`src/rtl/cpu_ctrl_pkg.sv`:
```
// Shared encodings for the multicycle control unit: opcodes, ALU codes,
// mux selects, FSM states and the bundle of control strobes.
package cpu_ctrl_pkg;

    localparam logic [3:0] OP_NOP   = 4'h0;
    localparam logic [3:0] OP_ADD   = 4'h1;
    localparam logic [3:0] OP_SUB   = 4'h2;
    localparam logic [3:0] OP_AND   = 4'h3;
    localparam logic [3:0] OP_OR    = 4'h4;
    localparam logic [3:0] OP_LOAD  = 4'h5;
    localparam logic [3:0] OP_STORE = 4'h6;
    localparam logic [3:0] OP_JCOND = 4'h7;
    localparam logic [3:0] OP_JMP   = 4'h8;
    localparam logic [3:0] OP_HALT  = 4'hF;

    localparam logic [2:0] ALU_ADD   = 3'b000;
    localparam logic [2:0] ALU_SUB   = 3'b001;
    localparam logic [2:0] ALU_AND   = 3'b010;
    localparam logic [2:0] ALU_OR    = 3'b011;
    localparam logic [2:0] ALU_PASSB = 3'b100;

    localparam logic [1:0] RSEL_RS2 = 2'b00;
    localparam logic [1:0] RSEL_RS1 = 2'b01;
    localparam logic [1:0] RSEL_RD  = 2'b10;

    // A select of 1 picks the first mux input.
    localparam logic MAR_SRC_BUS1 = 1'b1;
    localparam logic MDR_SRC_MEM  = 1'b0;
    localparam logic MDR_SRC_BUS2 = 1'b1;
    localparam logic WD_SRC_BUS1  = 1'b1;

    typedef enum logic [4:0] {
        S_RST, S_F1, S_F2, S_F3, S_F4, S_DECODE,
        S_A1, S_A2, S_A3, S_L1, S_L2, S_L3,
        S_S1, S_S2, S_S3, S_J1, S_HALT
    } state_t;

    typedef struct packed {
        logic       pc_read;
        logic       pc_write;
        logic       pc_reset;
        logic       jump_en;
        logic       mar_write;
        logic       mar_src;
        logic       mdr_write;
        logic       mdr_read;
        logic       mdr_src;
        logic       mem_read;
        logic       mem_write;
        logic       ir_write;
        logic       t_write;
        logic       aluout_write;
        logic       aluout_read;
        logic       aluout_reg_read;
        logic       const2_read;
        logic       rf_read;
        logic       rf_write;
        logic       rf_reset;
        logic [1:0] reg_num_src;
        logic       wd_src;
        logic [2:0] alu_ctrl;
        logic       m_write;
        logic       z_write;
        logic       o_write;
        logic       c_write;
        logic [1:0] jump_flag_sel;
        logic       halted;
    } ctrl_t;

    localparam ctrl_t CTRL_RST = '{pc_reset: 1'b1, pc_write: 1'b1, rf_reset: 1'b1, default: '0};

    function automatic logic is_wait(state_t s);
        return (s == S_F2) || (s == S_L2) || (s == S_S3);
    endfunction

endpackage

```
`src/rtl/control_decode.sv`:
```
// Opcode decoder: picks the first execute state and ALU function, and flags
// opcodes that are not part of the instruction set.
module control_decode
    import cpu_ctrl_pkg::*;
(
    input  logic [3:0] opcode,
    output state_t     first_state,
    output logic [2:0] alu_code,
    output logic       illegal
);

    always_comb begin
        first_state = S_F1;
        alu_code    = ALU_ADD;
        illegal     = 1'b0;
        case (opcode)
            OP_NOP:            first_state = S_F1;
            OP_ADD:            begin first_state = S_A1; alu_code = ALU_ADD; end
            OP_SUB:            begin first_state = S_A1; alu_code = ALU_SUB; end
            OP_AND:            begin first_state = S_A1; alu_code = ALU_AND; end
            OP_OR:             begin first_state = S_A1; alu_code = ALU_OR;  end
            OP_LOAD:           first_state = S_L1;
            OP_STORE:          first_state = S_S1;
            OP_JCOND, OP_JMP:  begin first_state = S_J1; alu_code = ALU_PASSB; end
            OP_HALT:           first_state = S_HALT;
            default:           illegal = 1'b1;
        endcase
    end

endmodule

```
`src/rtl/multicycle_control_unit.sv`:
```
// Multicycle control FSM for the 16-bit two-bus datapath: one state per clock
// through fetch, decode, execute, memory and writeback.
module multicycle_control_unit
    import cpu_ctrl_pkg::*;
#(
    parameter int WAIT_LIMIT = 15,
    parameter int CNT_W      = 4
) (
    input  logic        clk,
    input  logic        reset,
    input  logic [15:0] IR_Data,
    input  logic        Mem_Ready,
    output logic        PCRead,
    output logic        PCWrite,
    output logic        PCReset,
    output logic        JumpEn,
    output logic        MARWrite,
    output logic        MARSrc,
    output logic        MDRWrite,
    output logic        MDRRead,
    output logic        MDRSrc,
    output logic        MB1_Mem_Read,
    output logic        MB1_Mem_Write,
    output logic        IRWrite,
    output logic        TWrite,
    output logic        ALUOutWrite,
    output logic        ALUOutRead,
    output logic        ALUOut_Reg_Read,
    output logic        Const_2_Read,
    output logic        RegFile_Read,
    output logic        RegFileWrite,
    output logic        RegFile_Reset,
    output logic [1:0]  RegNumberSrc,
    output logic        WD_RegFileSrc,
    output logic [2:0]  ALU_Control_Signal,
    output logic        M_write,
    output logic        Z_write,
    output logic        O_write,
    output logic        C_write,
    output logic [1:0]  Jump_Flag_Select,
    output logic        halted,
    output logic        mem_error,
    output logic        illegal_op,
    output state_t      state_dbg
);

    state_t           state, next_state;
    ctrl_t            ctrl, ctrl_nxt;
    logic             rst_hold;
    logic [CNT_W-1:0] wait_cnt;
    logic             timeout;
    state_t           dec_first;
    logic [2:0]       dec_alu;
    logic             dec_illegal;
    logic             cnt_at_limit;
    logic             unused_ir;

    assign unused_ir    = ^{IR_Data[15:10], IR_Data[7:4]};
    assign cnt_at_limit = (wait_cnt == CNT_W'(WAIT_LIMIT - 1));

    control_decode u_decode (
        .opcode      (IR_Data[3:0]),
        .first_state (dec_first),
        .alu_code    (dec_alu),
        .illegal     (dec_illegal)
    );

    // Memory handshake: a wait state holds its strobes until Mem_Ready is seen
    // high on a rising edge; that edge completes the transfer and advances.
    always_comb begin
        next_state = state;
        timeout    = 1'b0;
        case (state)
            S_RST:    next_state = rst_hold ? S_RST : S_F1;
            S_F1:     next_state = S_F2;
            S_F2: begin
                if (Mem_Ready)         next_state = S_F3;
                else if (cnt_at_limit) begin next_state = S_HALT; timeout = 1'b1; end
            end
            S_F3:     next_state = S_F4;
            S_F4:     next_state = S_DECODE;
            S_DECODE: next_state = dec_first;
            S_A1:     next_state = S_A2;
            S_A2:     next_state = S_A3;
            S_A3:     next_state = S_F1;
            S_L1:     next_state = S_L2;
            S_L2: begin
                if (Mem_Ready)         next_state = S_L3;
                else if (cnt_at_limit) begin next_state = S_HALT; timeout = 1'b1; end
            end
            S_L3:     next_state = S_F1;
            S_S1:     next_state = S_S2;
            S_S2:     next_state = S_S3;
            S_S3: begin
                if (Mem_Ready)         next_state = S_F1;
                else if (cnt_at_limit) begin next_state = S_HALT; timeout = 1'b1; end
            end
            S_J1:     next_state = S_F1;
            S_HALT:   next_state = S_HALT;
            default:  next_state = S_RST;
        endcase
    end

    // Strobes are decoded from the state about to be entered so they register
    // alongside it; IR is already stable by the time any IR-dependent state is entered.
    always_comb begin
        ctrl_nxt = '0;
        case (next_state)
            S_RST: ctrl_nxt = CTRL_RST;
            S_F1: begin
                ctrl_nxt.pc_read   = 1'b1;
                ctrl_nxt.mar_src   = MAR_SRC_BUS1;
                ctrl_nxt.mar_write = 1'b1;
                ctrl_nxt.t_write   = 1'b1;
            end
            S_F2, S_L2: begin
                ctrl_nxt.mem_read  = 1'b1;
                ctrl_nxt.mdr_src   = MDR_SRC_MEM;
                ctrl_nxt.mdr_write = 1'b1;
            end
            S_F3: begin
                ctrl_nxt.const2_read = 1'b1;
                ctrl_nxt.alu_ctrl    = ALU_ADD;
                ctrl_nxt.aluout_read = 1'b1;
                ctrl_nxt.pc_write    = 1'b1;
            end
            S_F4: begin
                ctrl_nxt.mdr_read = 1'b1;
                ctrl_nxt.ir_write = 1'b1;
            end
            S_A1: begin
                ctrl_nxt.reg_num_src = RSEL_RS1;
                ctrl_nxt.rf_read     = 1'b1;
                ctrl_nxt.t_write     = 1'b1;
            end
            S_A2: begin
                ctrl_nxt.reg_num_src  = RSEL_RS2;
                ctrl_nxt.rf_read      = 1'b1;
                ctrl_nxt.alu_ctrl     = dec_alu;
                ctrl_nxt.aluout_read  = 1'b1;
                ctrl_nxt.aluout_write = 1'b1;
                ctrl_nxt.m_write      = 1'b1;
                ctrl_nxt.z_write      = 1'b1;
                ctrl_nxt.o_write      = 1'b1;
                ctrl_nxt.c_write      = 1'b1;
            end
            S_A3: begin
                ctrl_nxt.aluout_reg_read = 1'b1;
                ctrl_nxt.wd_src          = WD_SRC_BUS1;
                ctrl_nxt.reg_num_src     = RSEL_RD;
                ctrl_nxt.rf_write        = 1'b1;
            end
            S_L1, S_S1: begin
                ctrl_nxt.reg_num_src = RSEL_RS1;
                ctrl_nxt.rf_read     = 1'b1;
                ctrl_nxt.mar_src     = MAR_SRC_BUS1;
                ctrl_nxt.mar_write   = 1'b1;
            end
            S_L3: begin
                ctrl_nxt.mdr_read    = 1'b1;
                ctrl_nxt.wd_src      = WD_SRC_BUS1;
                ctrl_nxt.reg_num_src = RSEL_RD;
                ctrl_nxt.rf_write    = 1'b1;
            end
            S_S2: begin
                ctrl_nxt.reg_num_src = RSEL_RS2;
                ctrl_nxt.rf_read     = 1'b1;
                ctrl_nxt.alu_ctrl    = ALU_PASSB;
                ctrl_nxt.aluout_read = 1'b1;
                ctrl_nxt.mdr_src     = MDR_SRC_BUS2;
                ctrl_nxt.mdr_write   = 1'b1;
            end
            S_S3: ctrl_nxt.mem_write = 1'b1;
            S_J1: begin
                ctrl_nxt.reg_num_src   = RSEL_RS1;
                ctrl_nxt.rf_read       = 1'b1;
                ctrl_nxt.alu_ctrl      = ALU_PASSB;
                ctrl_nxt.aluout_read   = 1'b1;
                ctrl_nxt.jump_flag_sel = IR_Data[9:8];
                ctrl_nxt.pc_write      = (IR_Data[3:0] == OP_JMP);
                ctrl_nxt.jump_en       = (IR_Data[3:0] != OP_JMP);
            end
            S_HALT: ctrl_nxt.halted = 1'b1;
            default: ctrl_nxt = '0;
        endcase
    end

    always_ff @(posedge clk) begin
        if (reset) begin
            state     <= S_RST;
            rst_hold  <= 1'b1;
            wait_cnt  <= '0;
            mem_error <= 1'b0;
            ctrl      <= CTRL_RST;
        end else begin
            state    <= next_state;
            rst_hold <= 1'b0;
            ctrl     <= ctrl_nxt;
            if (timeout) mem_error <= 1'b1;
            // Counter restarts whenever a wait state is freshly entered.
            wait_cnt <= (next_state == state && is_wait(state)) ? wait_cnt + CNT_W'(1) : '0;
        end
    end

    // IR is only loaded at the end of F4, so the illegal flag is decoded live in DECODE.
    assign illegal_op = (state == S_DECODE) && dec_illegal;

    assign state_dbg          = state;
    assign PCRead             = ctrl.pc_read;
    assign PCWrite            = ctrl.pc_write;
    assign PCReset            = ctrl.pc_reset;
    assign JumpEn             = ctrl.jump_en;
    assign MARWrite           = ctrl.mar_write;
    assign MARSrc             = ctrl.mar_src;
    assign MDRWrite           = ctrl.mdr_write;
    assign MDRRead            = ctrl.mdr_read;
    assign MDRSrc             = ctrl.mdr_src;
    assign MB1_Mem_Read       = ctrl.mem_read;
    assign MB1_Mem_Write      = ctrl.mem_write;
    assign IRWrite            = ctrl.ir_write;
    assign TWrite             = ctrl.t_write;
    assign ALUOutWrite        = ctrl.aluout_write;
    assign ALUOutRead         = ctrl.aluout_read;
    assign ALUOut_Reg_Read    = ctrl.aluout_reg_read;
    assign Const_2_Read       = ctrl.const2_read;
    assign RegFile_Read       = ctrl.rf_read;
    assign RegFileWrite       = ctrl.rf_write;
    assign RegFile_Reset      = ctrl.rf_reset;
    assign RegNumberSrc       = ctrl.reg_num_src;
    assign WD_RegFileSrc      = ctrl.wd_src;
    assign ALU_Control_Signal = ctrl.alu_ctrl;
    assign M_write            = ctrl.m_write;
    assign Z_write            = ctrl.z_write;
    assign O_write            = ctrl.o_write;
    assign C_write            = ctrl.c_write;
    assign Jump_Flag_Select   = ctrl.jump_flag_sel;
    assign halted             = ctrl.halted;

endmodule

```
`config.mk`:
```
export PLATFORM = sky130hd
export DESIGN_NAME = multicycle_control_unit
export DESIGN_NICKNAME = d
export VERILOG_FILES = /design/src/rtl/cpu_ctrl_pkg.sv /design/src/rtl/control_decode.sv /design/src/rtl/multicycle_control_unit.sv
export SDC_FILE = /design/constraint.sdc
export NUM_CORES = 1
export LEC_CHECK = 0
export CELL_PAD_IN_SITES_DETAIL_PLACEMENT = 0
export CELL_PAD_IN_SITES_GLOBAL_PLACEMENT = 1
export CORE_MARGIN = 1
export CORE_UTILIZATION = 36
export DETAILED_ROUTE_END_ITERATION = 12
export GPL_TIMING_DRIVEN = 0
export HOLD_SLACK_MARGIN = 0.08
export PLACE_DENSITY = 0.93
export RECOVER_POWER = 50
export SYNTH_ARGS = -nofsm -noshare
export SYNTH_HDL_FRONTEND = slang
export SYNTH_SLANG_ARGS = --single-unit
```
`constraint.sdc`:
```
create_clock -name clk -period 7.53 [get_ports clk]
set_clock_uncertainty 0.05 [all_clocks]
set_input_delay 2.259 -clock clk [delete_from_list [all_inputs] [get_ports clk]]
set_output_delay 2.259 -clock clk [all_outputs]
set_load 0.1 [all_outputs]
```
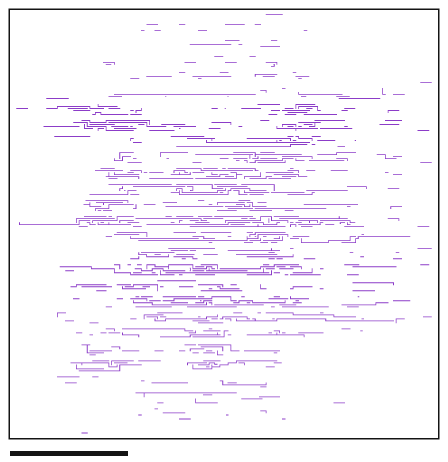
(images/layer_met1.png)
Scale bar: 20 um.
wire length on this layer	1830 um
main direction	horizontal
share of all routed wire	45%

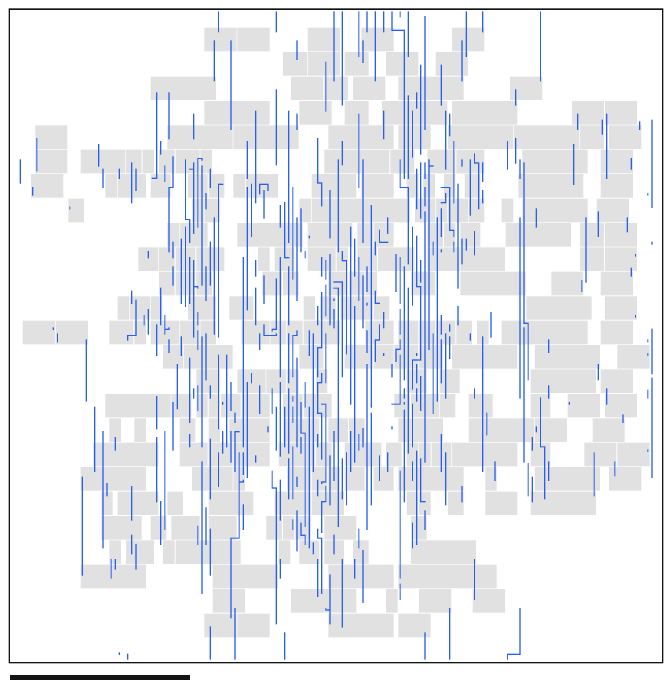
(images/layer_met2.png)
Scale bar: 20 um. Cells faint in the background.
main direction	vertical
wire length on this layer	1800 um
longest straight run	27.9 um

==> reports/metrics.sh <==
R2R_START='state_dbg[2]'
FIRST_GLOBAL_VIAS=1483
FIN_CRIT_NS=6.92
HIGHEST_NET_FANOUT_ALONG_THE_WORST_PATH=10
DP.FINAL_HPWL_MM=3.07
MULTI_INPUT_COMBINATIONAL_CELL_AREA_UM2=887
MAX_SLEW.WORST_PIN.SLEW_NS=0.991
DIE_HEIGHT_UM=72.6
DIEWIDTH_UM=72.6
STAGE_LOG_WARNINGS=37
POWER.SEQUENTIAL.TOTAL_mW=0.208
STATUS='complete, no violations'
CLOCK_TREE.HTREE_LEVEL_COUNT=2
CELL_FAMILY_WITH_THE_LARGEST_SHARE_OF_CRITICAL_PATH_DELAY='buffers and inverters'
YOSYS_INSTANCES=202
GRT.TOTAL_USAGE_PCT=17.0
WORSTPATHREQUIRED_NS=5.22
POST_DRT_WL_PER_CELL_UM=12.4
WORST_EP_ARRIVAL_TIME_NS=4.61
SYNTH_COMPOUND_GATE_AREA_SHARE_PCT=16.7
P_PER_AREA_nW_PER_UM2=232
SYNTHTOLAYOUTAREAGROWTH_PCT=38.2
MIN-DELAY-PATH-CLASS='flop to flop'
DRTITER0DRC=104
CORE_AREA_UM2=4750
SETUP_SLACK_NS=0.608
SEQ_POWER_SHARE_PCT=36.2
FLOORPLAN.INITIALDENSITY_PCT=37.8
SWITCHING_SHARE_PCT=33.6
TIMING.FMAX_MHz=144
YOSYS-DOMINANT-COMB-FAMILY='simple AND/OR/NAND/NOR gates'
CRITICAL_PATH.MAX_STAGE_DELAY_NS=1.17
SYNTH-WARNING-COUNT=0
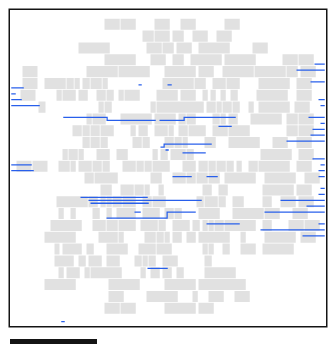
(images/layer_met3.png)
Scale bar: 20 um. Cells faint in the background.
longest straight run	25.8 um
main direction	horizontal

[worst paths after layout]
| check | to | slack [ns] | cells after the start |
|---|---|---|---|
| worst max register to register | MARWrite | 5.01 | 9 |
| worst max-delay path | illegal_op | 0.61 | 5 |
| worst min-delay path | mem_error | 0.40 | 2 |
| worst min register to register | mem_error | 0.40 | 2 |
[logic make-up after synthesis]
group	count (synthesis)
compound gates	42
simple gates	86
buf+inv	31
xor+xnor	4
fa+ha+maj	2
flops	37
[registers in the layout (all words and copies together), names as in the netlist, 2 cells and up]
signal,count
state_dbg,5
wait_cnt,4
Jump_Flag_Select,2
ALU_Control_Signal,3
RegNumberSrc,2
[final cells by class]
cell class / instances / area share (%)
sequential: 37 / 29.8
clock inverter: 3 / 2.77
tap: 67 / 3.38
buffer: 23 / 5.34
clock buffer: 5 / 2.77
timing repair buffer: 47 / 19.0
multi-input combinational: 134 / 35.7
inverter: 8 / 1.21
[worst reg2reg max path, delay by kind of cell, from the launching register on]
family                 cells  cell delay, ns
AND/OR/NAND/NOR            5            1.13
AND-OR/OR-AND              1            0.41
flip-flops                 1            0.31
buffers and inverters      3            0.50
[cell usage in the layout, fill, tap and decap left out, types with 4 or more instances in the layout]
| master | Yosys | routed |
|---|---|---|
| sky130_fd_sc_hd__and3_1 | 5 | 5 |
| sky130_fd_sc_hd__o21ai_0 | 5 | 5 |
| sky130_fd_sc_hd__or3_1 | 5 | 5 |
| sky130_fd_sc_hd__clkbuf_8 | 0 | 5 |
| sky130_fd_sc_hd__nand4_1 | 5 | 5 |
| sky130_fd_sc_hd__a211oi_1 | 4 | 4 |
| sky130_fd_sc_hd__clkdlybuf4s50_1 | 0 | 15 |
| sky130_fd_sc_hd__clkbuf_1 | 6 | 7 |
| sky130_fd_sc_hd__nand2_1 | 8 | 8 |
| sky130_fd_sc_hd__dlygate4sd3_1 | 0 | 32 |
| sky130_fd_sc_hd__dfxtp_1 | 37 | 37 |
| sky130_fd_sc_hd__nor2_1 | 18 | 18 |
| sky130_fd_sc_hd__buf_2 | 8 | 7 |
| sky130_fd_sc_hd__nor4_1 | 4 | 4 |
| sky130_fd_sc_hd__a21oi_1 | 10 | 10 |
| sky130_fd_sc_hd__inv_1 | 8 | 8 |
| sky130_fd_sc_hd__nand3_1 | 5 | 5 |
| sky130_fd_sc_hd__nor2b_1 | 4 | 4 |
| sky130_fd_sc_hd__nor3_1 | 5 | 6 |
| sky130_fd_sc_hd__nand2b_1 | 5 | 5 |
| sky130_fd_sc_hd__buf_4 | 8 | 8 |
[layer usage]
metal	wire (um)	part of all wire, %	up-vias	track usage (%)
met5	0	0	-	0
met4	128	3.2	0	10.7
met3	263	6.5	10	4.97
met2	1800	45	59	25.9
met1	1830	45	748	21.1
li1	-	-	829	-
[through the flow]
stage	util, %	hold slack, ns	cell area (um2)	power, mW
5_1_grt	52.2	0.440	2480	0.599
4_1_cts	52.3	0.410	2490	0.582
3_3_place_gp	49.4	0.384	2350	0.379
6_report	52.2	0.399	2480	0.575
3_5_place_dp	49.4	0.401	2350	0.380
2_1_floorplan	-	0.380	1800	0.344
Power and IR drop assume default switching activity.
